**src/rtl/bin_to_bcd_seq_pkg.sv**
```systemverilog
// Shared types and constants for the sequential binary-to-BCD converter.
package bin_to_bcd_seq_pkg;

  typedef enum logic [1:0] {
    IDLE    = 2'd0,
    CONVERT = 2'd1,
    DONE    = 2'd2
  } state_t;

  localparam int unsigned DIGIT_W        = 4;
  localparam int unsigned ADD3_THRESHOLD = 5;

  function automatic longint unsigned pow10(input int unsigned n);
    longint unsigned p;
    p = 64'd1;
    for (int unsigned i = 0; i < n; i++) p = p * 64'd10;
    return p;
  endfunction

endpackage

```
**src/rtl/bin_to_bcd_seq_if.sv**
```systemverilog
// Start/ready/done handshake plus operand and result between a producer and the converter.
interface bin_to_bcd_seq_if #(
  parameter int unsigned BIN_W  = 8,
  parameter int unsigned DIGITS = 3
);
  import bin_to_bcd_seq_pkg::*;

  logic                      start;
  logic [BIN_W-1:0]          bin_in;
  logic                      ready;
  logic                      busy;
  logic                      done;
  logic [DIGIT_W*DIGITS-1:0] bcd_out;

  modport master (
    output start, bin_in,
    input  ready, busy, done, bcd_out
  );

  modport slave (
    input  start, bin_in,
    output ready, busy, done, bcd_out
  );
endinterface

```
**src/rtl/bin_to_bcd_seq_bcd_digit_adj.sv**
```systemverilog
// Double-dabble digit correction: add 3 to any digit of 5 or more, wrapping within 4 bits.
module bcd_digit_adj
  import bin_to_bcd_seq_pkg::*;
(
  input  logic [DIGIT_W-1:0] digit,
  output logic [DIGIT_W-1:0] adj
);
  always_comb begin
    adj = digit;
    if (digit >= DIGIT_W'(ADD3_THRESHOLD)) adj = digit + DIGIT_W'(3);
  end
endmodule

```
**src/rtl/bin_to_bcd_seq.sv**
```systemverilog
// Sequential shift-and-add-3 binary-to-BCD converter, one input bit per clock.
module bin_to_bcd_seq
  import bin_to_bcd_seq_pkg::*;
#(
  parameter int unsigned BIN_W  = 8,
  parameter int unsigned DIGITS = 3
) (
  input  logic             clk,
  input  logic             rst,
  bin_to_bcd_seq_if.slave  bus
);
  localparam int unsigned BCD_W = DIGIT_W * DIGITS;
  localparam int unsigned CNT_W = (BIN_W > 1) ? $clog2(BIN_W) : 1;

  if (pow10(DIGITS) <= ((64'd1 << BIN_W) - 64'd1)) begin : g_digits_check
    $error("bin_to_bcd_seq: DIGITS too small for BIN_W");
  end

  state_t           state_q, state_d;
  logic [BIN_W-1:0] bin_q;
  logic [BCD_W-1:0] scratch_q;
  logic [BCD_W-1:0] bcd_q;
  logic [BCD_W-1:0] adj;
  logic [BCD_W-1:0] scratch_shift;
  logic [CNT_W-1:0] cnt_q;
  logic             last;

  for (genvar i = 0; i < DIGITS; i++) begin : g_adj
    bcd_digit_adj u_adj (
      .digit (scratch_q[i*DIGIT_W +: DIGIT_W]),
      .adj   (adj[i*DIGIT_W +: DIGIT_W])
    );
  end

  assign scratch_shift = {adj[BCD_W-2:0], bin_q[BIN_W-1]};
  assign last          = (cnt_q == CNT_W'(BIN_W - 1));

  always_ff @(posedge clk) begin
    if (rst) state_q <= IDLE;
    else     state_q <= state_d;
  end

  always_comb begin
    state_d = state_q;
    unique case (state_q)
      IDLE:    if (bus.start) state_d = CONVERT;
      CONVERT: if (last)      state_d = DONE;
      DONE:                   state_d = IDLE;
      default:                state_d = IDLE;
    endcase
  end

  // Result is loaded on the edge entering DONE (scratch is frozen in DONE),
  // so bcd_out is already valid during the done pulse.
  always_ff @(posedge clk) begin
    if (rst) begin
      bin_q     <= '0;
      scratch_q <= '0;
      bcd_q     <= '0;
      cnt_q     <= '0;
    end else begin
      unique case (state_q)
        IDLE: begin
          if (bus.start) begin
            bin_q     <= bus.bin_in;
            scratch_q <= '0;
            cnt_q     <= '0;
          end
        end
        CONVERT: begin
          scratch_q <= scratch_shift;
          bin_q     <= bin_q << 1;
          cnt_q     <= cnt_q + CNT_W'(1);
          if (last) bcd_q <= scratch_shift;
        end
        default: ;
      endcase
    end
  end

  assign bus.ready   = (state_q == IDLE);
  assign bus.busy    = (state_q == CONVERT) || (state_q == DONE);
  assign bus.done    = (state_q == DONE);
  assign bus.bcd_out = bcd_q;

endmodule
```
**src/flat_wrapper.sv**
```systemverilog
// flat-port wrapper written by rule: the top's interface ports become plain ports
module bin_to_bcd_seq_flat import bin_to_bcd_seq_pkg::*;
#(
  parameter int unsigned BIN_W  = 8,
  parameter int unsigned DIGITS = 3
)
  (clk, rst, bus_start, bus_bin_in, bus_ready, bus_busy, bus_done, bus_bcd_out);
  bin_to_bcd_seq_if #(.BIN_W(BIN_W), .DIGITS(DIGITS)) bus_i ();
  input  logic clk;
  input  logic rst;
  input wire logic [$bits(bus_i.start)-1:0] bus_start;
  input wire logic [$bits(bus_i.bin_in)-1:0] bus_bin_in;
  output wire logic [$bits(bus_i.ready)-1:0] bus_ready;
  output wire logic [$bits(bus_i.busy)-1:0] bus_busy;
  output wire logic [$bits(bus_i.done)-1:0] bus_done;
  output wire logic [$bits(bus_i.bcd_out)-1:0] bus_bcd_out;
  assign bus_i.start = bus_start;
  assign bus_i.bin_in = bus_bin_in;
  assign bus_ready = bus_i.ready;
  assign bus_busy = bus_i.busy;
  assign bus_done = bus_i.done;
  assign bus_bcd_out = bus_i.bcd_out;
  bin_to_bcd_seq #(.BIN_W(BIN_W), .DIGITS(DIGITS)) u_core (.clk(clk), .rst(rst), .bus(bus_i));
endmodule
```
**config.mk**
```make
export PLATFORM = sky130hd
export DESIGN_NAME = bin_to_bcd_seq_flat
export DESIGN_NICKNAME = d
export VERILOG_FILES = /design/src/rtl/bin_to_bcd_seq_pkg.sv /design/src/rtl/bin_to_bcd_seq_if.sv /design/src/rtl/bin_to_bcd_seq_bcd_digit_adj.sv /design/src/rtl/bin_to_bcd_seq.sv /design/src/flat_wrapper.sv
export SDC_FILE = /design/constraint.sdc
export NUM_CORES = 1
export LEC_CHECK = 0
export CORE_ASPECT_RATIO = 0.75
export CORE_UTILIZATION = 54
export CTS_CLUSTER_DIAMETER = 30
export DETAILED_ROUTE_END_ITERATION = 6
export PLACE_DENSITY = 0.88
export RECOVER_POWER = 100
export SYNTH_ARGS = -nofsm -noshare
export SYNTH_HDL_FRONTEND = slang
export SYNTH_SLANG_ARGS = --single-unit
export TNS_END_PERCENT = 20
```
**constraint.sdc**
```tcl
create_clock -name clk -period 2 [get_ports clk]
set_input_delay 0.5 -clock clk [delete_from_list [all_inputs] [get_ports clk]]
set_output_delay 0.5 -clock clk [all_outputs]
set_load 0.02 [all_outputs]
```
Fig. 1: run 1, the clock network
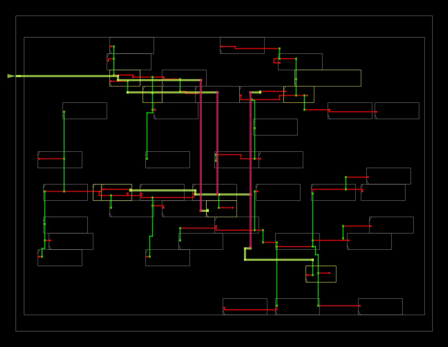
number of flip-flops and latches: 37
Clock Latency Late Sink: 300 ps
power dissipated in the clock network: 647 µW

Fig. 2: run 1, clock network drawn from the DEF
Scale: 6 px per µm.
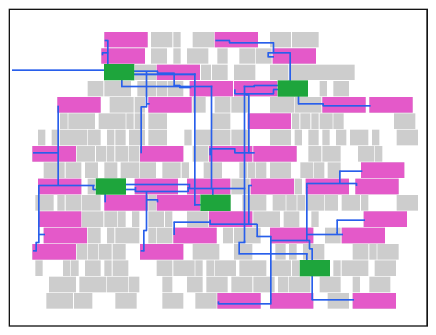
[magenta] flip-flops | count: 37
[green] clock drivers | count: 5
[blue] clock wires | length: 461 µm
routed clock nets: 6
power share of the clock group: 40.2%
maximum clock skew at final layout: 14.48 ps

Fig. 3: run 1, signal wires by layer
Scale: 4 px per µm.
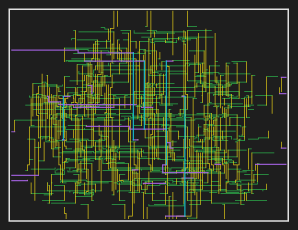
[green] metal 1 | wire length: 1,730 µm
[purple] metal 3 | wire length: 167 µm
[cyan] metal 4 | wire length: 105 µm
[yellow] metal 2 | wire length: 1,910 µm
wire length per cell after detailed routing: 15.45 µm
count of vias placed by the detailed router: 1,478

Fig. 4: run 1, the metal 3 layer
Scale: 6 px per µm.
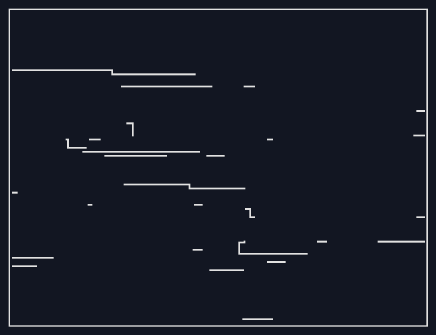
wire length on this layer: 167 µm
nets with wire on the layer: 21
longest straight run: 19.3 µm
met3 track utilization from global routing: 6.731%
sum of routed wire length over all layers: 3.909 mm

==> run 1: final cells by class <==
class | count | area (µm²)
Clock buffer | 6 | 72.57
Clock inverter | 2 | 38.79
Fill cell | 234 | 940.9
Inverter | 15 | 56.30
Multi-Input combinational cell | 124 | 904.6
Sequential cell | 37 | 740.7
Tap cell | 38 | 47.55
Timing Repair Buffer | 31 | 282.8
==> run 1: final timing paths <==
path / startpoint / endpoint / slack, ps / cells past startpoint
hold / removal: u_core.bin_q[0] / u_core.bin_q[0] / 470 / 2
setup / recovery: u_core.state_q[0] / bus_busy / 140 / 3
setup reg to reg: u_core.state_q[1] / u_core.bus.bcd_out[5] / 190 / 5
hold reg to reg: u_core.bin_q[0] / u_core.bin_q[0] / 470 / 2
==> results.cfg, run 1 <==
; yosys + openroad results
[clocking]
cts_setup_buffers = 0
cts_hold_repair.buffers = 0
clkSlewWorstSetupHoldPaths_ps = 80
numClockSinks = 37

[pwr]
internal_power_mw = 1.216
sequentialPower_uw = 774

[synth]
topCellsByArea = sky130_fd_sc_hd__dfxtp_1 (40%), sky130_fd_sc_hd__ha_1 (7.5%), sky130_fd_sc_hd__o32ai_2 (7.1%), sky130_fd_sc_hd__mux2i_1 (4.9%), sky130_fd_sc_hd__nor2_1 (3.3%)
synth_top_cell_by_area = sky130_fd_sc_hd__dfxtp_1
synthArstFlopShare_pct = 0
ys_chip_area_mm2 = 0.001839
enable_flop_cells = 0
netlist_instances = 186
dominantRegCellSynth = sky130_fd_sc_hd__dfxtp_1

[route]
routed_length_on_met3_um = 167
count_of_unresolved_drc_violations_after_routing = 0

[worst_setup_path]
slowest_cell_on_the_critical_path = sky130_fd_sc_hd__dfxtp_1
cp_data_arrival_time_ps = 1360
crit_path_start_kind = flip-flop

[global_routing]
grt_max_degree = 24
grt_pass1_wl_mm = 6.479
grt_remaining_overflow = 0
grt_pass1_vias = 1448
global_route.peak_usage_layer = met2

[cells_and_area]
most_numerous_logic_cells_after_layout = sky130_fd_sc_hd__dfxtp_1 (37), sky130_fd_sc_hd__nor2_1 (16), sky130_fd_sc_hd__inv_1 (15), sky130_fd_sc_hd__dlygate4sd3_1 (13), sky130_fd_sc_hd__ha_1 (11)
postLayoutCoreUtil_pct = 69.49
antenna_cells = 0

[outcome]
status = completed

[placed_design]
gp_congestion = 0.8006

[final_timing]
total_count_of_hold_check_failures_in_the_final_report = 0
setup_slack_ps = 140.4
unrepaired_setup_endpoints_after_global_routing = false
setup_viol_count_final = 0
final_critical_path_share_of_the_clock_period_pct = 92.98

[job]
tool_warnings = 31
## Run 2: what changed since run 1
--- a/config.mk
+++ b/config.mk
@@ -6,11 +6,12 @@
 export NUM_CORES = 1
 export LEC_CHECK = 0
 export CORE_ASPECT_RATIO = 0.75
-export CORE_UTILIZATION = 54
+export CORE_UTILIZATION = 45
 export CTS_CLUSTER_DIAMETER = 30
 export DETAILED_ROUTE_END_ITERATION = 6
-export PLACE_DENSITY = 0.88
+export PLACE_DENSITY = 0.77
 export RECOVER_POWER = 100
+export SLEW_MARGIN = 20
 export SYNTH_ARGS = -nofsm -noshare
 export SYNTH_HDL_FRONTEND = slang
 export SYNTH_SLANG_ARGS = --single-unit
Fig. 5: run 2, clock network drawn from the DEF
Scale: 6 px per µm.
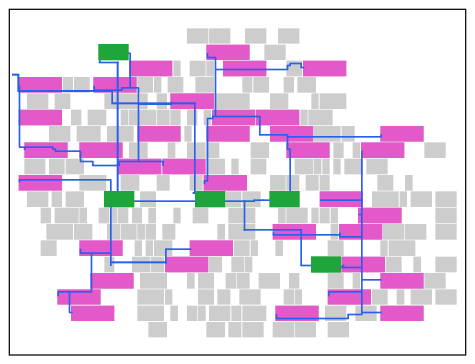
[green] clock drivers | count: 5
[blue] clock wires | length: 440 µm
[magenta] flip-flops | count: 37
flops lie: widely spread
routed clock nets: 6
power dissipated in the clock network: 472 µW
maximum clock skew at final layout: 2.264 ps

==> results.cfg, run 2 <==
; yosys + openroad results
[route]
routed-via-count = 1399

[cells_and_area]
seq-cell-share_pct = 34.91
postLayoutCoreUtil_pct = 56.14
antenna_cells = 0
most_numerous_logic_cells_after_layout = sky130_fd_sc_hd__dfxtp_1 (37), sky130_fd_sc_hd__nor2_1 (16), sky130_fd_sc_hd__inv_1 (15), sky130_fd_sc_hd__dlygate4sd3_1 (13), sky130_fd_sc_hd__ha_1 (11)
n_clock_buffer = 5
non_clock_inverter_count = 15
number_of_flip_flops_and_latches = 37

[clocking]
cts_hold_repair.buffers = 0
cts_setup_buffers = 0
clk_latency_ps = 280
numClockSinks = 37

[final_timing]
unrepaired_setup_endpoints_after_global_routing = false
setup_viol_count_final = 0
final_critical_path_share_of_the_clock_period_pct = 91.34

[global_routing]
grt_max_degree = 24
met3_track_utilization_from_global_routing_pct = 4.770
global_route.peak_usage_layer = met2
grt_pass1_vias = 1279

[worst_setup_path]
regToRegEndpoint = u_core.bus.bcd_out[7]
slowest_cell_on_the_critical_path = sky130_fd_sc_hd__dfxtp_1
crit_path_start_kind = flip-flop
setup.worst_path.end = bus_ready
r2r_slack_ps = 220
worst_case_reg_to_reg_path_depth = 6
start_point_of_the_critical_path = u_core.state_q[1]
r2r-start = u_core.cnt_q[0]

[synth]
topCellsByArea = sky130_fd_sc_hd__dfxtp_1 (40%), sky130_fd_sc_hd__ha_1 (7.5%), sky130_fd_sc_hd__o32ai_2 (7.1%), sky130_fd_sc_hd__mux2i_1 (4.9%), sky130_fd_sc_hd__nor2_1 (3.3%)
netlist_instances = 186
synth_top_cell_by_area = sky130_fd_sc_hd__dfxtp_1
ys_chip_area_mm2 = 0.001839

[min_path]
worstHoldEndpoint = u_core.bin_q[0]
hold_path_cell_cnt = 2

[die]
well_tap_count = 52

[outcome]
status = completed

[placed_design]
gp_congestion = 0.7865

[pwr]
internal_power_mw = 1.066

[job]
tool_warnings = 31
run 2: cell count changes in the layout (fill, tap and decap cells not counted):
| cell | previous run | this run |
|---|---|---|
| sky130_fd_sc_hd__o32ai_1 | 10 | 9 |
| sky130_fd_sc_hd__clkinv_4 | 1 | 0 |
| sky130_fd_sc_hd__clkinv_2 | 0 | 1 |
| sky130_fd_sc_hd__o32ai_2 | 1 | 2 |
| sky130_fd_sc_hd__and2_0 | 1 | 2 |
| sky130_fd_sc_hd__buf_4 | 5 | 4 |
| sky130_fd_sc_hd__bufinv_16 | 1 | 0 |
| sky130_fd_sc_hd__and2_1 | 1 | 0 |
| sky130_fd_sc_hd__a211oi_2 | 3 | 2 |
| sky130_fd_sc_hd__a211oi_1 | 7 | 8 |
Power and IR drop assume default switching activity.
